`src/rtl/multi_counter_rmw.sv`:
```
// Bank of N W-bit counters updated by a 2-stage read-modify-write pipeline
// with same-id forwarding, wrap/saturate arithmetic and a post-reset clear sweep.
module multi_counter_rmw #(
    parameter int unsigned N       = 16,
    parameter int unsigned W       = 32,
    parameter int unsigned DELTA_W = 8,
    parameter int unsigned SAT     = 0,
    localparam int unsigned ID_W   = $clog2(N)
) (
    input  logic            clk,
    input  logic            rst_n,
    input  logic            cmd_vld,
    output logic            cmd_rdy,
    input  logic [4:0]      cmd_op,
    input  logic [ID_W-1:0] cmd_id,
    input  logic [W-1:0]    cmd_dat,
    output logic            resp_vld,
    output logic [ID_W-1:0] resp_id,
    output logic [W-1:0]    resp_dat,
    output logic            evt_ovf,
    output logic [ID_W-1:0] evt_id
);

    localparam int unsigned WX = W + 1;
    localparam bit SAT_EN = (SAT != 0);

    localparam logic [4:0] OP_INIT     = 5'b0_01_00;
    localparam logic [4:0] OP_INCR     = 5'b0_11_00;
    localparam logic [4:0] OP_DECR     = 5'b0_11_01;
    localparam logic [4:0] OP_QRY      = 5'b1_10_00;
    localparam logic [4:0] OP_INCR_QRY = 5'b1_11_00;
    localparam logic [4:0] OP_DECR_QRY = 5'b1_11_01;

    typedef enum logic {ST_CLEAR, ST_RUN} state_t;
    typedef enum logic [1:0] {K_INIT, K_INCR, K_DECR, K_QRY} kind_t;

    state_t          state_q, state_d;
    logic [ID_W-1:0] clr_idx_q, clr_idx_d;
    logic            clr_we;
    logic            rdy_d;

    logic [W-1:0]    mem [N];

    logic            dec_legal;
    kind_t           dec_kind;

    logic            s1_vld, s1_resp;
    logic [ID_W-1:0] s1_id;
    kind_t           s1_kind;
    logic [W-1:0]    s1_dat, s1_val;

    logic            s2_vld, s2_resp, s2_ovf;
    logic [ID_W-1:0] s2_id;
    kind_t           s2_kind;
    logic [W-1:0]    s2_dat, s2_val, s2_res;
    logic [WX-1:0]   s2_delta, s2_sum, s2_diff;

    // FSM state register; clear index and ready flag ride along
    always_ff @(posedge clk or negedge rst_n) begin
        if (!rst_n) begin
            state_q   <= ST_CLEAR;
            clr_idx_q <= '0;
            cmd_rdy   <= 1'b0;
        end else begin
            state_q   <= state_d;
            clr_idx_q <= clr_idx_d;
            cmd_rdy   <= rdy_d;
        end
    end

    always_comb begin
        state_d = state_q;
        case (state_q)
            ST_CLEAR: if (clr_idx_q == ID_W'(N - 1)) state_d = ST_RUN;
            default:  state_d = ST_RUN;
        endcase
    end

    always_comb begin
        clr_we    = 1'b0;
        clr_idx_d = clr_idx_q;
        rdy_d     = (state_d == ST_RUN);
        if (state_q == ST_CLEAR) begin
            clr_we    = 1'b1;
            clr_idx_d = clr_idx_q + ID_W'(1);
        end
    end

    // Unlisted encodings never enter the pipeline
    always_comb begin
        dec_legal = 1'b1;
        dec_kind  = K_QRY;
        case (cmd_op)
            OP_INIT:              dec_kind = K_INIT;
            OP_INCR, OP_INCR_QRY: dec_kind = K_INCR;
            OP_DECR, OP_DECR_QRY: dec_kind = K_DECR;
            OP_QRY:               dec_kind = K_QRY;
            default:              dec_legal = 1'b0;
        endcase
    end

    always_ff @(posedge clk or negedge rst_n) begin
        if (!rst_n) begin
            s1_vld  <= 1'b0;
            s1_resp <= 1'b0;
            s1_id   <= '0;
            s1_kind <= K_QRY;
            s1_dat  <= '0;
        end else begin
            s1_vld  <= cmd_vld & cmd_rdy & dec_legal;
            s1_resp <= cmd_op[4];
            s1_id   <= cmd_id;
            s1_kind <= dec_kind;
            s1_dat  <= cmd_dat;
        end
    end

    // Same-id op in S2 has not written yet, so take its result directly
    always_comb begin
        s1_val = mem[s1_id];
        if (s2_vld && (s2_id == s1_id)) s1_val = s2_res;
    end

    always_ff @(posedge clk or negedge rst_n) begin
        if (!rst_n) begin
            s2_vld  <= 1'b0;
            s2_resp <= 1'b0;
            s2_id   <= '0;
            s2_kind <= K_QRY;
            s2_dat  <= '0;
            s2_val  <= '0;
        end else begin
            s2_vld  <= s1_vld;
            s2_resp <= s1_resp;
            s2_id   <= s1_id;
            s2_kind <= s1_kind;
            s2_dat  <= s1_dat;
            s2_val  <= s1_val;
        end
    end

    // One extra bit exposes carry/borrow independent of the saturate mode
    always_comb begin
        s2_delta = WX'(s2_dat[DELTA_W-1:0]);
        s2_sum   = {1'b0, s2_val} + s2_delta;
        s2_diff  = {1'b0, s2_val} - s2_delta;
        s2_res   = s2_val;
        s2_ovf   = 1'b0;
        case (s2_kind)
            K_INIT: s2_res = s2_dat;
            K_INCR: begin
                s2_ovf = s2_sum[W];
                s2_res = (SAT_EN && s2_ovf) ? '1 : s2_sum[W-1:0];
            end
            K_DECR: begin
                s2_ovf = s2_diff[W];
                s2_res = (SAT_EN && s2_ovf) ? '0 : s2_diff[W-1:0];
            end
            default: s2_res = s2_val;
        endcase
    end

    always_ff @(posedge clk) begin
        if (clr_we) begin
            mem[clr_idx_q] <= '0;
        end else if (s2_vld && (s2_kind != K_QRY)) begin
            mem[s2_id] <= s2_res;
        end
    end

    always_ff @(posedge clk or negedge rst_n) begin
        if (!rst_n) begin
            resp_vld <= 1'b0;
            resp_id  <= '0;
            resp_dat <= '0;
            evt_ovf  <= 1'b0;
            evt_id   <= '0;
        end else begin
            resp_vld <= s2_vld & s2_resp;
            evt_ovf  <= s2_vld & s2_ovf;
            if (s2_vld && s2_resp) begin
                resp_id  <= s2_id;
                resp_dat <= s2_res;
            end
            if (s2_vld && s2_ovf) evt_id <= s2_id;
        end
    end

endmodule

```
`config.mk`:
```
export PLATFORM = sky130hd
export DESIGN_NAME = multi_counter_rmw
export DESIGN_NICKNAME = d
export VERILOG_FILES = /design/src/rtl/multi_counter_rmw.sv
export SDC_FILE = /design/constraint.sdc
export NUM_CORES = 1
export LEC_CHECK = 0
export ABC_CLOCK_PERIOD_IN_PS = 6200
export CORE_ASPECT_RATIO = 1.5
export CORE_MARGIN = 10
export CORE_UTILIZATION = 60
export CTS_BUF_LIST = sky130_fd_sc_hd__clkbuf_16
export CTS_CLUSTER_SIZE = 16
export DETAILED_ROUTE_END_ITERATION = 16
export PLACE_DENSITY = 0.79
export SLEW_MARGIN = 20
export SYNTH_ARGS = -nofsm -noshare
export SYNTH_HDL_FRONTEND = slang
export SYNTH_SLANG_ARGS = --single-unit
```
`constraint.sdc`:
```
create_clock -name clk -period 6.2 [get_ports clk]
set_input_delay 0.93 -clock clk [delete_from_list [all_inputs] [get_ports clk]]
set_output_delay 0.93 -clock clk [all_outputs]
set_load 0.03 [all_outputs]
```
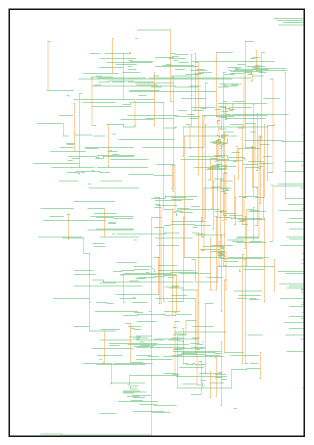
(images/layers.png)
Scale: 1.5 px per um. Two of the layers only.
M4: in orange, wire length 4,250 um. M3: in green, wire length 6,430 um.

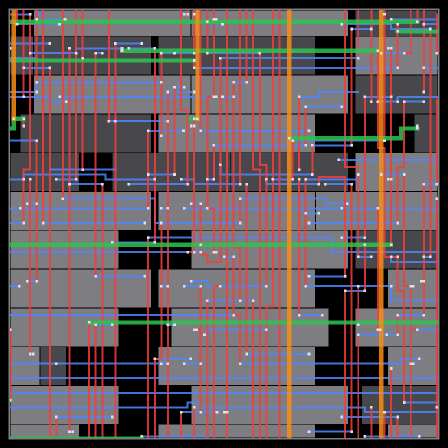
(images/closeup.png)
Region (83, 184) to (113, 214) um. Cells in grey, sequential cells in the stronger grey; small squares are vias.
M4: in orange. M3: in green. M2: in red. M1: in blue.
Netlist names of flops here include mem (20). 31 logic cells have their middle in the window. Sequential cells in the window: 20. Most frequent: edfxtp_1 (20), mux4_2 (7).

==> job_summary.md <==
## PnR job results

| Metric | Value |
|---|---|
| Cell depth of the worst hold path | 0 |
| Vias in the first global route | 16,630 |
| Number of filler cells placed in the layout | 2,806 |
| Crit path capture | mem[2][12]$_DFFE_PP_ |
| Number of failing setup endpoints in the final timing report | 0 |
| Crit Reg-Reg Endpoint | mem[2][12]$_DFFE_PP_ |
| Share of total power in the clock network | 40.1% |
| Outcome | complete, no violations |
| Die W | 195.8 um |
| Number of levels in the clock H-tree | 2 |
| Min-Delay Startpoint | s1_dat[25]$_DFF_PN0_ |
| Cell count after placement | 2,252 |
| Slowest CP cell | sky130_fd_sc_hd__a221oi_1 |
| Cell taking the most area after synthesis | sky130_fd_sc_hd__edfxtp_1 |
| Hold Crit Endpoint | s2_dat[25]$_DFF_PN0_ |
| Number of failing hold endpoints at the final stage | 0 |
| GRT Residual Overflow | 0 |
| Most used standard cells in the synthesized netlist | sky130_fd_sc_hd__edfxtp_1 (512), sky130_fd_sc_hd__mux4_2 (160), sky130_fd_sc_hd__dfrtp_1 (155), sky130_fd_sc_hd__nand2_1 (123), sky130_fd_sc_hd__nor2_1 (84) |
| Floorplan core area | 45,760 sq um |
| Full die area | 55,520 sq um |
| Element type at the critical path end | flip-flop |
| CTS Buf Count | 59 |
| Floorplan row count | 96 |
| Crit path largest cell delay | 0.88 ns |
| Xor/xnor cell area share of the yosys netlist | 0.9137% |
| Placed Area | 29,460 sq um |
| Flop and latch count out of synthesis | 671 |
| Area fraction in full adders, half adders and majority gates | 1.134% |
| Biggest cell category by area in the final layout | sequential cells |
| Net switching power of the design | 2.285 mW |
| Pin count of the biggest net entering global routing | 110 |
| Post-DP HPWL | 45,760 um |
| Drt first-iter violations | 2,182 |
| Signal buffers share of area | 4.013% |
| Share of synthesized registers carrying an async set or reset | 23.70% |
| Global-route wire length before repair | 113,300 um |
| Tightest slew margin relative to the limit | 22.72% |
| Clock Network Area Fraction | 6.493% |
| Number of remaining DRC errors | 0 |
| Synth Net Count | 1,705 |
| Pins over their slew limit | 0 |
| Layer with the highest usage | met2 |
| Power of the combinational group | 0.789 mW |
| Length in cells of the worst reg-to-reg path | 9 |
| Largest voltage drop on the vdd net | 0.0002642 V |
| Top area cells in the synthesized netlist | sky130_fd_sc_hd__edfxtp_1 (55%), sky130_fd_sc_hd__dfrtp_1 (14%), sky130_fd_sc_hd__mux4_2 (13%) |
| CTS resizes | 0 |
| Worst-path clk slew | 0.07 ns |
| Post-CTS Setup Inserts | 0 |
| Antenna-violating nets left | 0 |
| Global routing met2 resource utilization | 46.32% |
| Average wire length per cell after detail routing | 32.60 um |
| RD Place Congestion | 1.055 |
| Number of standard cells reported by yosys | 1,637 |
| Initial antenna violation count | 1 |
| Met3 usage | 4.882% |
| Post-synthesis cell count | 1,637 |
| Critical Path Source | s2_dat[5]$_DFF_PN0_ |
| CP Depth | 9 |
| Die outline height | 283.6 um |
| Max Clock Skew | 0.01720 ns |
| Sort of element at the start of the critical path | flip-flop |
| Drt total wl | 77,170 um |
| CTS Hold Buffers Added | 0 |
| Setup slack after placement | 2.154 ns |
| Internal cell power | 7.394 mW |
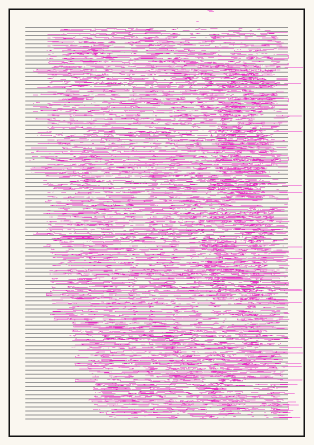
(images/m1.png)
Scale: 1.5 px per um. Supply wires on this layer in grey.
The layer holds 35% of the routed length. 1,704 nets have wire on it. The longest straight run is 67.2 um. The wires run mostly horizontal.

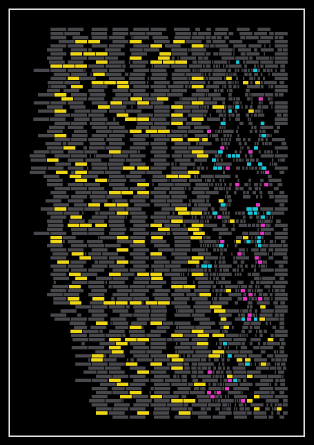
(images/gates.png)
Scale: 1.5 px per um.
non-inverting ao/oa cells: in cyan, cells 39, most used a22o_1. xor and xnor cells: in magenta, cells 29, most used xnor2_1. mux cells: in yellow, cells 184, most used mux4_2.

Power figures rest on the tool's default switching activity, not on a simulated workload.
